File: config.mk
export PLATFORM = sky130hd
export DESIGN_NAME = skinny_isbox8_dom1_ctrl_flat
export DESIGN_NICKNAME = d
export VERILOG_FILES = /design/src/rtl/skinny_isbox8_dom1_ctrl_pkg.sv /design/src/rtl/skinny_isbox8_dom1_ctrl_if.sv /design/src/rtl/dom1_sbox8_cfn_lr.sv /design/src/rtl/skinny_isbox8_dom1_ctrl_net.sv /design/src/rtl/skinny_isbox8_dom1_ctrl.sv /design/src/flat_wrapper.sv
export SDC_FILE = /design/constraint.sdc
export NUM_CORES = 1
export LEC_CHECK = 0
export CAP_MARGIN = 20
export CORE_ASPECT_RATIO = 1.4
export CORE_MARGIN = 1.5
export CORE_UTILIZATION = 54
export DETAILED_ROUTE_END_ITERATION = 6
export PLACE_DENSITY = 0.9
export SLEW_MARGIN = 20
export SYNTH_ARGS = -nofsm -noshare
export SYNTH_HDL_FRONTEND = slang
export SYNTH_SLANG_ARGS = --single-unit
export TNS_END_PERCENT = 1
File: constraint.sdc
create_clock -name clk -period 6.9 [get_ports clk]
set_clock_uncertainty 0.15 [all_clocks]
set_input_delay 1.38 -clock clk [delete_from_list [all_inputs] [get_ports clk]]
set_output_delay 1.38 -clock clk [all_outputs]
set_load 0.05 [all_outputs]
File: src/rtl/skinny_isbox8_dom1_ctrl_pkg.sv
`default_nettype none
// ============================================================================
// Module   : skinny_dom1_pkg
// Purpose  : Shared definitions for the masked SKINNY inverse 8-bit S-box:
//            network depth, controller state encoding and unmasked reference
//            functions for the forward and inverse S-box.
// Ports    : none (package)
// Revision : 1.0 - initial release
// ============================================================================
package skinny_dom1_pkg;

    // Number of gadget layers in the inverse network. Each layer adds one
    // register stage to the settle path.
    localparam int ISBOX8_DEPTH = 4;

    typedef enum logic [1:0] {
        IDLE = 2'd0,
        BUSY = 2'd1,
        DONE = 2'd2
    } state_t;

    function automatic logic nor2(input logic a, input logic b);
        return ~(a | b);
    endfunction

    // Unmasked S8^-1, one line per gadget of the masked network.
    function automatic logic [7:0] skinny_isbox8_ref(input logic [7:0] y);
        logic [7:0] b;
        b    = '0;
        b[2] = y[0] ^ nor2(y[3], y[1]);
        b[3] = y[4] ^ nor2(y[7], y[6]);
        b[7] = y[1] ^ nor2(y[2], y[7]);
        b[5] = y[7] ^ nor2(y[6], y[5]);
        b[1] = y[3] ^ nor2(y[5], b[3]);
        b[0] = y[5] ^ nor2(b[3], b[2]);
        b[6] = y[2] ^ nor2(b[2], b[1]);
        b[4] = y[6] ^ nor2(b[7], b[6]);
        return b;
    endfunction

    // Unmasked S8, obtained by undoing the inverse layers in reverse order.
    function automatic logic [7:0] skinny_sbox8_ref(input logic [7:0] b);
        logic [7:0] y;
        y    = '0;
        y[6] = b[4] ^ nor2(b[7], b[6]);
        y[2] = b[6] ^ nor2(b[2], b[1]);
        y[5] = b[0] ^ nor2(b[3], b[2]);
        y[3] = b[1] ^ nor2(y[5], b[3]);
        y[7] = b[5] ^ nor2(y[6], y[5]);
        y[1] = b[7] ^ nor2(y[2], y[7]);
        y[4] = b[3] ^ nor2(y[7], y[6]);
        y[0] = b[2] ^ nor2(y[3], y[1]);
        return y;
    endfunction

endpackage
`default_nettype wire

File: src/rtl/skinny_isbox8_dom1_ctrl_if.sv
`default_nettype none
// ============================================================================
// Module   : skinny_isbox8_dom1_ctrl_if
// Purpose  : Valid/ready bus of the masked inverse S-box: input share pair
//            with fresh mask, and the masked output share pair.
// Signals  : valid_i/ready_o/si0/si1/r  - input side (producer -> block)
//            valid_o/ready_i/bo0/bo1    - output side (block -> consumer)
// Modports : master (producer/consumer side), slave (S-box block side)
// Revision : 1.0 - initial release
// ============================================================================
interface skinny_isbox8_dom1_ctrl_if;
    logic       valid_i;
    logic       ready_o;
    logic [7:0] si0;
    logic [7:0] si1;
    logic [7:0] r;
    logic       valid_o;
    logic       ready_i;
    logic [7:0] bo0;
    logic [7:0] bo1;

    modport master (
        output valid_i, si0, si1, r, ready_i,
        input  ready_o, valid_o, bo0, bo1
    );

    modport slave (
        input  valid_i, si0, si1, r, ready_i,
        output ready_o, valid_o, bo0, bo1
    );
endinterface
`default_nettype wire

File: src/rtl/dom1_sbox8_cfn_lr.sv
`default_nettype none
// ============================================================================
// Module   : dom1_sbox8_cfn_lr
// Purpose  : First-order DOM-Indep gadget computing b = z ^ nor(p, q) on two
//            shares. nor(p,q) = (~p)&(~q); the inversion is applied to share 0
//            only. Cross-domain terms are refreshed with r and registered.
// Ports    : clk        - clock
//            i_p0/i_p1  - shares of p
//            i_q0/i_q1  - shares of q
//            i_z0/i_z1  - shares of z
//            i_r        - fresh mask bit
//            o_b0/o_b1  - shares of b
// Revision : 1.0 - initial release
// ============================================================================
module dom1_sbox8_cfn_lr (
    input  wire logic clk,
    input  wire logic i_p0,
    input  wire logic i_p1,
    input  wire logic i_q0,
    input  wire logic i_q1,
    input  wire logic i_z0,
    input  wire logic i_z1,
    input  wire logic i_r,
    output logic      o_b0,
    output logic      o_b1
);
    logic w_a0;
    logic w_c0;
    logic r_cross0;
    logic r_cross1;

    assign w_a0 = ~i_p0;
    assign w_c0 = ~i_q0;

    // Cross terms mix both domains, so they are masked and registered before
    // joining either output share.
    always_ff @(posedge clk) begin
        r_cross0 <= (w_a0 & i_q1) ^ i_r;
        r_cross1 <= (i_p1 & w_c0) ^ i_r;
    end

    assign o_b0 = i_z0 ^ (w_a0 & w_c0) ^ r_cross0;
    assign o_b1 = i_z1 ^ (i_p1 & i_q1) ^ r_cross1;
endmodule
`default_nettype wire

File: src/rtl/skinny_isbox8_dom1_ctrl_net.sv
`default_nettype none
// ============================================================================
// Module   : skinny_isbox8_dom1_ctrl_net
// Purpose  : Four-layer masked S8^-1 network built from eight DOM gadgets.
//            Each mask bit feeds exactly one gadget. Outputs are correct
//            ISBOX8_DEPTH edges after the inputs become stable.
// Ports    : clk         - clock
//            i_x0/i_x1   - input shares
//            i_r         - fresh mask (bit k -> gadget k)
//            o_b0/o_b1   - output shares
// Revision : 1.0 - initial release
// ============================================================================
module skinny_isbox8_dom1_ctrl_net (
    input  wire logic       clk,
    input  wire logic [7:0] i_x0,
    input  wire logic [7:0] i_x1,
    input  wire logic [7:0] i_r,
    output logic      [7:0] o_b0,
    output logic      [7:0] o_b1
);
    // Scalar nets per output bit so later layers depend on distinct signals.
    logic w_b0_s0, w_b0_s1, w_b1_s0, w_b1_s1, w_b2_s0, w_b2_s1, w_b3_s0, w_b3_s1;
    logic w_b4_s0, w_b4_s1, w_b5_s0, w_b5_s1, w_b6_s0, w_b6_s1, w_b7_s0, w_b7_s1;

    // Layer 1
    dom1_sbox8_cfn_lr u_g_b2 (.clk(clk), .i_p0(i_x0[3]), .i_p1(i_x1[3]), .i_q0(i_x0[1]), .i_q1(i_x1[1]),
                              .i_z0(i_x0[0]), .i_z1(i_x1[0]), .i_r(i_r[0]), .o_b0(w_b2_s0), .o_b1(w_b2_s1));
    dom1_sbox8_cfn_lr u_g_b3 (.clk(clk), .i_p0(i_x0[7]), .i_p1(i_x1[7]), .i_q0(i_x0[6]), .i_q1(i_x1[6]),
                              .i_z0(i_x0[4]), .i_z1(i_x1[4]), .i_r(i_r[1]), .o_b0(w_b3_s0), .o_b1(w_b3_s1));
    dom1_sbox8_cfn_lr u_g_b7 (.clk(clk), .i_p0(i_x0[2]), .i_p1(i_x1[2]), .i_q0(i_x0[7]), .i_q1(i_x1[7]),
                              .i_z0(i_x0[1]), .i_z1(i_x1[1]), .i_r(i_r[2]), .o_b0(w_b7_s0), .o_b1(w_b7_s1));
    dom1_sbox8_cfn_lr u_g_b5 (.clk(clk), .i_p0(i_x0[6]), .i_p1(i_x1[6]), .i_q0(i_x0[5]), .i_q1(i_x1[5]),
                              .i_z0(i_x0[7]), .i_z1(i_x1[7]), .i_r(i_r[3]), .o_b0(w_b5_s0), .o_b1(w_b5_s1));
    // Layer 2
    dom1_sbox8_cfn_lr u_g_b1 (.clk(clk), .i_p0(i_x0[5]), .i_p1(i_x1[5]), .i_q0(w_b3_s0), .i_q1(w_b3_s1),
                              .i_z0(i_x0[3]), .i_z1(i_x1[3]), .i_r(i_r[4]), .o_b0(w_b1_s0), .o_b1(w_b1_s1));
    dom1_sbox8_cfn_lr u_g_b0 (.clk(clk), .i_p0(w_b3_s0), .i_p1(w_b3_s1), .i_q0(w_b2_s0), .i_q1(w_b2_s1),
                              .i_z0(i_x0[5]), .i_z1(i_x1[5]), .i_r(i_r[5]), .o_b0(w_b0_s0), .o_b1(w_b0_s1));
    // Layer 3
    dom1_sbox8_cfn_lr u_g_b6 (.clk(clk), .i_p0(w_b2_s0), .i_p1(w_b2_s1), .i_q0(w_b1_s0), .i_q1(w_b1_s1),
                              .i_z0(i_x0[2]), .i_z1(i_x1[2]), .i_r(i_r[6]), .o_b0(w_b6_s0), .o_b1(w_b6_s1));
    // Layer 4
    dom1_sbox8_cfn_lr u_g_b4 (.clk(clk), .i_p0(w_b7_s0), .i_p1(w_b7_s1), .i_q0(w_b6_s0), .i_q1(w_b6_s1),
                              .i_z0(i_x0[6]), .i_z1(i_x1[6]), .i_r(i_r[7]), .o_b0(w_b4_s0), .o_b1(w_b4_s1));

    assign o_b0 = {w_b7_s0, w_b6_s0, w_b5_s0, w_b4_s0, w_b3_s0, w_b2_s0, w_b1_s0, w_b0_s0};
    assign o_b1 = {w_b7_s1, w_b6_s1, w_b5_s1, w_b4_s1, w_b3_s1, w_b2_s1, w_b1_s1, w_b0_s1};
endmodule
`default_nettype wire

File: src/rtl/skinny_isbox8_dom1_ctrl.sv
`default_nettype none
// ============================================================================
// Module   : skinny_isbox8_dom1_ctrl
// Purpose  : First-order masked SKINNY S8^-1 with valid/ready control. Latches
//            the input shares and mask on accept and holds them for SETTLE
//            edges while the non-pipelined network settles, then presents the
//            result until the consumer takes it.
// Params   : SETTLE - edges from accept to valid_o (>= ISBOX8_DEPTH)
// Ports    : clk    - clock, rising edge
//            rst_n  - asynchronous active-low reset
//            bus    - slave modport: valid_i/ready_o/si0/si1/r in,
//                     valid_o/ready_i/bo0/bo1 out
// Macro    : SKINNY_ISBOX8_OUT_GATE_EN - force bo0/bo1 to 0 while valid_o=0
// Revision : 1.0 - initial release
// ============================================================================
module skinny_isbox8_dom1_ctrl
    import skinny_dom1_pkg::*;
#(
    parameter int SETTLE = 4
) (
    input  wire logic                clk,
    input  wire logic                rst_n,
    skinny_isbox8_dom1_ctrl_if.slave bus
);
    if (SETTLE < ISBOX8_DEPTH) begin : g_settle_check
        $error("SETTLE must be at least ISBOX8_DEPTH");
    end

    localparam int                 c_CNT_W = $clog2(SETTLE);
    localparam logic [c_CNT_W-1:0] c_LAST  = c_CNT_W'(SETTLE - 1);

    state_t             r_state;
    logic [c_CNT_W-1:0] r_cnt;
    logic               r_ready;
    logic               r_valid;
    logic [7:0]         r_xs0;
    logic [7:0]         r_xs1;
    logic [7:0]         r_xr;
    logic               w_accept;
    logic [7:0]         w_b0;
    logic [7:0]         w_b1;

    assign w_accept = bus.valid_i & r_ready;

    always_ff @(posedge clk or negedge rst_n) begin
        if (!rst_n) begin
            r_state <= IDLE;
            r_cnt   <= '0;
            r_ready <= 1'b1;
            r_valid <= 1'b0;
        end else begin
            case (r_state)
                IDLE: begin
                    if (w_accept) begin
                        r_state <= BUSY;
                        r_cnt   <= '0;
                        r_ready <= 1'b0;
                    end
                end
                BUSY: begin
                    if (r_cnt == c_LAST) begin
                        r_state <= DONE;
                        r_valid <= 1'b1;
                    end else begin
                        r_cnt <= r_cnt + 1'b1;
                    end
                end
                DONE: begin
                    if (bus.ready_i) begin
                        r_state <= IDLE;
                        r_valid <= 1'b0;
                        r_ready <= 1'b1;
                    end
                end
                default: begin
                    r_state <= IDLE;
                    r_ready <= 1'b1;
                    r_valid <= 1'b0;
                end
            endcase
        end
    end

    // Unreset share/mask latches: loaded only on accept, then frozen so the
    // network sees one stable operand set for the whole settle window.
    always_ff @(posedge clk) begin
        if (w_accept) begin
            r_xs0 <= bus.si0;
            r_xs1 <= bus.si1;
            r_xr  <= bus.r;
        end
    end

    skinny_isbox8_dom1_ctrl_net u_net (
        .clk  (clk),
        .i_x0 (r_xs0),
        .i_x1 (r_xs1),
        .i_r  (r_xr),
        .o_b0 (w_b0),
        .o_b1 (w_b1)
    );

    assign bus.ready_o = r_ready;
    assign bus.valid_o = r_valid;

`ifdef SKINNY_ISBOX8_OUT_GATE_EN
    // Keep settling intermediate shares off the output bus.
    assign bus.bo0 = r_valid ? w_b0 : 8'h00;
    assign bus.bo1 = r_valid ? w_b1 : 8'h00;
`else
    assign bus.bo0 = w_b0;
    assign bus.bo1 = w_b1;
`endif
endmodule
`default_nettype wire

File: src/flat_wrapper.sv
// flat-port wrapper written by rule: the top's interface ports become plain ports
module skinny_isbox8_dom1_ctrl_flat import skinny_dom1_pkg::*;
#(
    parameter int SETTLE = 4
)
  (clk, rst_n, bus_valid_i, bus_si0, bus_si1, bus_r, bus_ready_i, bus_ready_o, bus_valid_o, bus_bo0, bus_bo1);
  skinny_isbox8_dom1_ctrl_if bus_i ();
  input  wire logic clk;
  input  wire logic rst_n;
  input wire logic [$bits(bus_i.valid_i)-1:0] bus_valid_i;
  input wire logic [$bits(bus_i.si0)-1:0] bus_si0;
  input wire logic [$bits(bus_i.si1)-1:0] bus_si1;
  input wire logic [$bits(bus_i.r)-1:0] bus_r;
  input wire logic [$bits(bus_i.ready_i)-1:0] bus_ready_i;
  output wire logic [$bits(bus_i.ready_o)-1:0] bus_ready_o;
  output wire logic [$bits(bus_i.valid_o)-1:0] bus_valid_o;
  output wire logic [$bits(bus_i.bo0)-1:0] bus_bo0;
  output wire logic [$bits(bus_i.bo1)-1:0] bus_bo1;
  assign bus_i.valid_i = bus_valid_i;
  assign bus_i.si0 = bus_si0;
  assign bus_i.si1 = bus_si1;
  assign bus_i.r = bus_r;
  assign bus_i.ready_i = bus_ready_i;
  assign bus_ready_o = bus_i.ready_o;
  assign bus_valid_o = bus_i.valid_o;
  assign bus_bo0 = bus_i.bo0;
  assign bus_bo1 = bus_i.bo1;
  skinny_isbox8_dom1_ctrl #(.SETTLE(SETTLE)) u_core (.clk(clk), .rst_n(rst_n), .bus(bus_i));
endmodule
==> metrics.sh, run 1 <==
POWER_REPORT.INTERNAL_TOTAL_mW=0.458
DIE_WIDTH_UM=55.7
CLOCKPOWERSHARE=0.230
SYNTH.CELLMIX.XORXNORSHARE=0.199
WORST_PATH_MAX_DELAY_CELL='sky130_fd_sc_hd__clkdlybuf4s50_1'
YS_WARN_COUNT=0
ENDPOINT='bus_bo0[4]'
CLK-INSERTION-DELAY-LATE_NS=0.30
SYNTH_SEQUENTIAL_AREA_RATIO=0.568
POWERCOMB_mW=0.189
WORSTPATHMAXFANOUT=7
HOLD_WS_NS=0.346
REG2REG_TO='u_core.u_net.u_g_b4.r_cross1'
POWER.SWITCHING_FRACTION=0.319
HOLD_DEPTH=1
FINAL.SETUP.TNS_NS=0
NONCLOCKINVERTERCOUNT=6
EDF_COUNT=24
ROUTE.TOP_LAYER_USED='met4'
FILL_CELL_TOTAL_OF_THE_FINISHED_LAYOUT=289
REQUIRED_TIME_AT_THE_ENDPOINT_OF_THE_CRITICAL_PATH_NS=5.37
GRT_BUSIEST_LAYER='met2'
WORSTSETUPENDPOINTTYPE='primary output'
CRITICAL_PATH.STARTPOINT_TYPE='register'
CORE-AREA_UM2=3680
YS_SH_AOI=0.0429
PLACE_CONGESTION=0.782
SYNTH-SEQ-CELLS=46
DRT_PRE_ANTENNA_ITERS=4
SIGNAL_BUFFER_AREA_FRACTION=0.176
WORST_SLACK_NS=2.46
GRTUSAGEMET3=0.0523
POWER-PER-CELL-AREA_nW_PER_UM2=262
SEQ_CELL_POWER_mW=0.329
YS.FLOP_TYPE='sky130_fd_sc_hd__edfxtp_1'
TIMING.SETUP.CRITICAL_PATH_CLASS='register to primary output'
OVERFLOW=0
FINAL_MIN_PERIOD_OVER_CLOCK_PERIOD=0.643
FINAL_ANTENNA_NET_COUNT=0
INITIAL_UTILIZATION=0.571
FINAL-MAX-SLEW-VIOLATION-COUNT=0
FIRST_GLOBAL_VIAS=1212
CLOCK_AREA_FRAC=0.0332
VDD_DROP_MAX_mV=0.205
TOP_AREA_FRAC=0.343
YS_TOP_CELLS_BY_AREA='sky130_fd_sc_hd__edfxtp_1 (34%), sky130_fd_sc_hd__dfxtp_1 (15%), sky130_fd_sc_hd__xnor2_1 (13%)'
DETAIL_ROUTE.VIAS_PER_CELL=4.96
SYNTH.NET_COUNT=207
CELL_TYPE_WITH_THE_HIGHEST_OCCURRENCE_COUNT_ON_THE_CRITICAL_PATH='sky130_fd_sc_hd__xnor2_1'
TOTAL_SETUP_VIOLATIONS_REPORTED_AT_THE_END_OF_THE_FLOW=0
GLOBALROUTEMET2UTIL=0.287
CTS_TREE='yes'
SYN_AVG_CELL_AREA_UM2=11.8
DETAILROUTE.WIRELENGTH.MET2_UM=1720
PLACE_WS_NS=2.81
CRIT_PATH_MAX_INCR_DELAY_NS=0.82
IOPINCOUNT=46
P_LEAK_nW=0.963
DIE_H_UM=76.8
CTS_BUFFER_DEPTH=2
FINAL-HOLD-VIOLATION-COUNT=0
MIN_TO='u_core.u_net.u_g_b7.r_cross1'
YOSYS.CELL_TYPES.COUNT=33
POST_SYNTH_MAIN_LOGIC_FAMILY='XOR/XNOR gates'
SYN_TO_FINAL_GROWTH_PCT=22.2
STATUS='finished, final reports clean'
HOLD_CRIT_CLASS='register to register'
SYN-INSTANCE-COUNT=178
GRTUSAGEMET1=0.204
WORSTPATHBUFFERINVERTERCOUNT=1
GRT_START_MAX_NET_PINS=27
FINALNETCOUNT=242
POSTCTSHOLDBUFS=0
TOP_CELLS_BY_COUNT='sky130_fd_sc_hd__xnor2_1 (31), sky130_fd_sc_hd__edfxtp_1 (24), sky130_fd_sc_hd__nor2_1 (18)'
AREA_DOMINANT_CLASS='sequential cells'
WORSTHOLDSTART='u_core.r_xr[2]'
COMBINATIONALPOWERSHARE=0.281
REG2REG_FROM='u_core.r_xs0[6]'
TOP_POWER_GROUP='sequential cells'
P_TOTAL_mW=0.673
TIMING.CRITICAL_PATH.ARRIVAL_NS=2.91
Fig. 1: run 1, the metal 1 layer
Supply wires on this layer in grey.
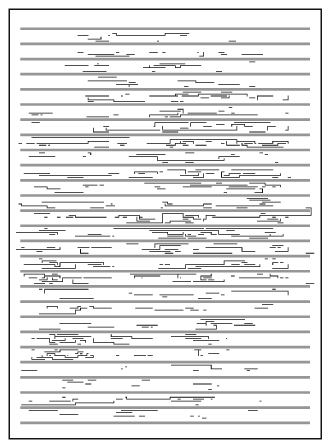
main direction = horizontal
share of all routed wire = 41%
wire length on this layer = 1340 µm
longest straight run = 17.5 µm
wire length reported by the detailed router: 3270 µm
via count: 1269

Fig. 2: run 1, the metal 2 layer
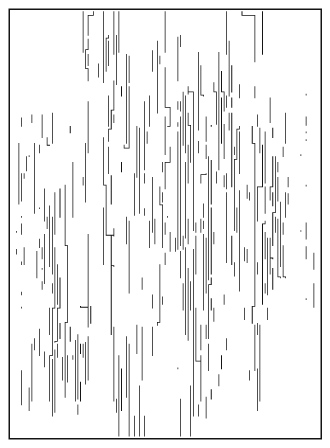
nets with wire on the layer = 208
longest straight run = 29.9 µm

Fig. 3: run 1, signal wires on met3
Bar = 20 µm.
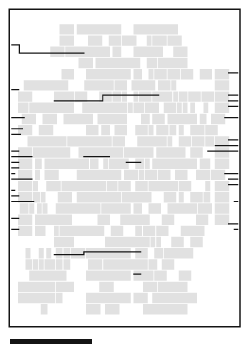
main direction = horizontal
share of all routed wire = 4.7%

==> run 2: changes to the inputs <==
--- a/config.mk
+++ b/config.mk
@@ -8,9 +8,9 @@
 export CAP_MARGIN = 20
 export CORE_ASPECT_RATIO = 1.4
 export CORE_MARGIN = 1.5
-export CORE_UTILIZATION = 54
+export CORE_UTILIZATION = 50
 export DETAILED_ROUTE_END_ITERATION = 6
-export PLACE_DENSITY = 0.9
+export PLACE_DENSITY = 0.85
 export SLEW_MARGIN = 20
 export SYNTH_ARGS = -nofsm -noshare
 export SYNTH_HDL_FRONTEND = slang
==> constraint.sdc (replaced) <==
create_clock -name clk -period 4.2 [get_ports clk]
set_clock_uncertainty 0.15 [all_clocks]
set_input_delay 0.84 -clock clk [delete_from_list [all_inputs] [get_ports clk]]
set_output_delay 0.84 -clock clk [all_outputs]
set_load 0.05 [all_outputs]
Fig. 4: run 2, the metal 2 layer
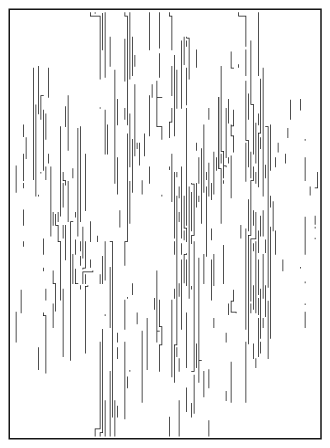
share of all routed wire = 53%
wire length on this layer = 1850 µm
nets with wire on the layer = 202
longest straight run = 32.6 µm
main direction = vertical
met2 track demand over resource: 0.295
wire length reported by the detailed router: 3480 µm
via count: 1271

==> run 2 against run 1 <==
Against the previous run: the flow now finishes with violations (design-rule violations); largest cell class unchanged; wire length increased by 6.4%; count of clock-buffer cells in the layout up 2; final area up 1.1%; register-to-register slack lost 2.7 ns; flip-flop count is the same; critical path depth did not move; sequential power increased by 65%; clock power up 100%; first-iteration DRC count decreased by 23%; critical endpoint unchanged; worst hold slack got worse by 0.0018 ns.
==> metrics.sh, run 2 <==
STATUS='complete, but fails checks'  # was finished, final reports clean
FAILED_CHECKS='design-rule violations'
CRIT_PATH_MAX_INCR_DELAY_NS=0.81  # was 0.82 ns
DETAIL_ROUTE.VIAS_PER_CELL=4.93  # was 4.96
SYN-INSTANCE-COUNT=178  # unchanged
POWER-PER-CELL-AREA_nW_PER_UM2=449  # was 262 nW/µm²
TOTAL_SETUP_VIOLATIONS_REPORTED_AT_THE_END_OF_THE_FLOW=0  # unchanged
YS_WARN_COUNT=0  # unchanged
ENDPOINT='bus_bo0[4]'  # unchanged
CTS_BUFFERS=5  # unchanged
FINAL-COMB-AREA_UM2=762  # was 763 µm²
SIGNAL_BUFFER_AREA_FRACTION=0.176  # about the same
CLOCKPOWERSHARE=0.270  # was 0.230
SEQ_CELLS=46  # unchanged
REG2REG_TO='u_core.u_net.u_g_b4.r_cross0'  # was u_core.u_net.u_g_b4.r_cross1
SYNTH_SEQUENTIAL_AREA_RATIO=0.568  # unchanged
NONCLOCKINVERTERCOUNT=6  # unchanged
COMBINATIONALPOWERSHARE=0.265  # was 0.281
DRT_PRE_ANTENNA_ITERS=7  # was 4
WORSTSETUPENDPOINTTYPE='primary output'  # unchanged
REG2REG_FROM='u_core.r_xs1[4]'  # was u_core.r_xs0[6]
MIN_TO='u_core.u_net.u_g_b2.r_cross1'  # was u_core.u_net.u_g_b7.r_cross1
REQUIRED_TIME_AT_THE_ENDPOINT_OF_THE_CRITICAL_PATH_NS=3.21  # was 5.37 ns
YS_SH_AOI=0.0429  # unchanged
INITIAL_UTILIZATION=0.527  # was 0.571
WORSTPATHMAXFANOUT=7  # unchanged
FIRST_GLOBAL_VIAS=1336  # was 1212
GRT_START_MAX_NET_PINS=27  # unchanged
P_LEAK_nW=0.979  # was 0.963 nW
GRTUSAGEMET3=0.0519  # was 0.0523
REMAINING_DRC_ERRORS=2  # was 0
EDF_COUNT=24  # unchanged
TOP_AREA_FRAC=0.343  # unchanged
IOPINCOUNT=46  # unchanged
FINAL_ANTENNA_NET_COUNT=0  # unchanged
FILL_CELL_TOTAL_OF_THE_FINISHED_LAYOUT=311  # was 289
POST_SYNTH_MAIN_LOGIC_FAMILY='XOR/XNOR gates'  # unchanged
FINAL.SETUP.TNS_NS=0  # unchanged
CLOCK_AREA_FRAC=0.0410  # was 0.0332
TOP_POWER_GROUP='sequential cells'  # unchanged
DIE_WIDTH_UM=57.8  # was 55.7 µm
DETAILROUTE.WIRELENGTH.MET2_UM=1850  # was 1720 µm
OVERFLOW=0  # unchanged
SEQ_CELL_POWER_mW=0.542  # was 0.329 mW
GRTUSAGEMET1=0.178  # was 0.204
FINAL-MAX-SLEW-VIOLATION-COUNT=0  # unchanged
YS_TOP_CELLS_BY_AREA='sky130_fd_sc_hd__edfxtp_1 (34%), sky130_fd_sc_hd__dfxtp_1 (15%), sky130_fd_sc_hd__xnor2_1 (13%)'  # unchanged
FINAL_MIN_PERIOD_OVER_CLOCK_PERIOD=0.912
CELL_TYPE_WITH_THE_HIGHEST_OCCURRENCE_COUNT_ON_THE_CRITICAL_PATH='sky130_fd_sc_hd__xnor2_1'  # unchanged
SYN_AVG_CELL_AREA_UM2=11.8  # unchanged
PLACE_WS_NS=0.687  # was 2.81 ns
TIMING.SETUP.CRITICAL_PATH_CLASS='register to primary output'  # unchanged
CTS-ROOT-BUF='sky130_fd_sc_hd__clkbuf_8'  # unchanged
SYNTH-SEQ-CELLS=46  # unchanged
LAYOUT.CORE_UTILIZATION=0.651  # was 0.698
WORST_PATH_MAX_DELAY_CELL='sky130_fd_sc_hd__clkdlybuf4s50_1'  # unchanged
WORSTPATHBUFFERINVERTERCOUNT=1  # unchanged
GRT.TOTAL_USAGE=0.175  # was 0.173
SYNTH.CELLMIX.XORXNORSHARE=0.199  # unchanged
CTS_TREE='yes'  # unchanged
SYN_TO_FINAL_GROWTH_PCT=23.5  # was 22.2%
HOLD_WS_NS=0.344  # was 0.346 ns
SYNTH.NET_COUNT=207  # unchanged
HOLD_CRIT_CLASS='register to register'  # unchanged
CORE-AREA_UM2=3990  # was 3680 µm²
POWERCOMB_mW=0.308  # was 0.189 mW
TIMING.CRITICAL_PATH.ARRIVAL_NS=2.84  # was 2.91 ns
LAYOUT.CLOCK_BUFFERS=7  # was 5
GRT_BUSIEST_LAYER='met2'  # unchanged
CLK-INSERTION-DELAY-LATE_NS=0.30  # about the same
YOSYS.CELL_TYPES.COUNT=33  # unchanged
POWER_REPORT.INTERNAL_TOTAL_mW=0.817  # was 0.458 mW
DIE_H_UM=79.7  # was 76.8 µm
WORSTHOLDSTART='u_core.r_xr[0]'  # was u_core.r_xr[2]
POSTCTSHOLDBUFS=0  # unchanged
YS.FLOP_TYPE='sky130_fd_sc_hd__edfxtp_1'  # unchanged
WORST_SLACK_NS=0.368  # was 2.46 ns
TOP_CELLS_BY_COUNT='sky130_fd_sc_hd__xnor2_1 (31), sky130_fd_sc_hd__edfxtp_1 (24), sky130_fd_sc_hd__nor2_1 (18)'  # unchanged
PLACE_CONGESTION=0.840  # was 0.782
Fig. 5: run 2, the clock network
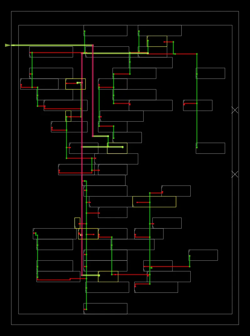
CTS sink cnt: 46
power consumed by the clock network: 0.314 mW

Power and IR drop assume default switching activity.
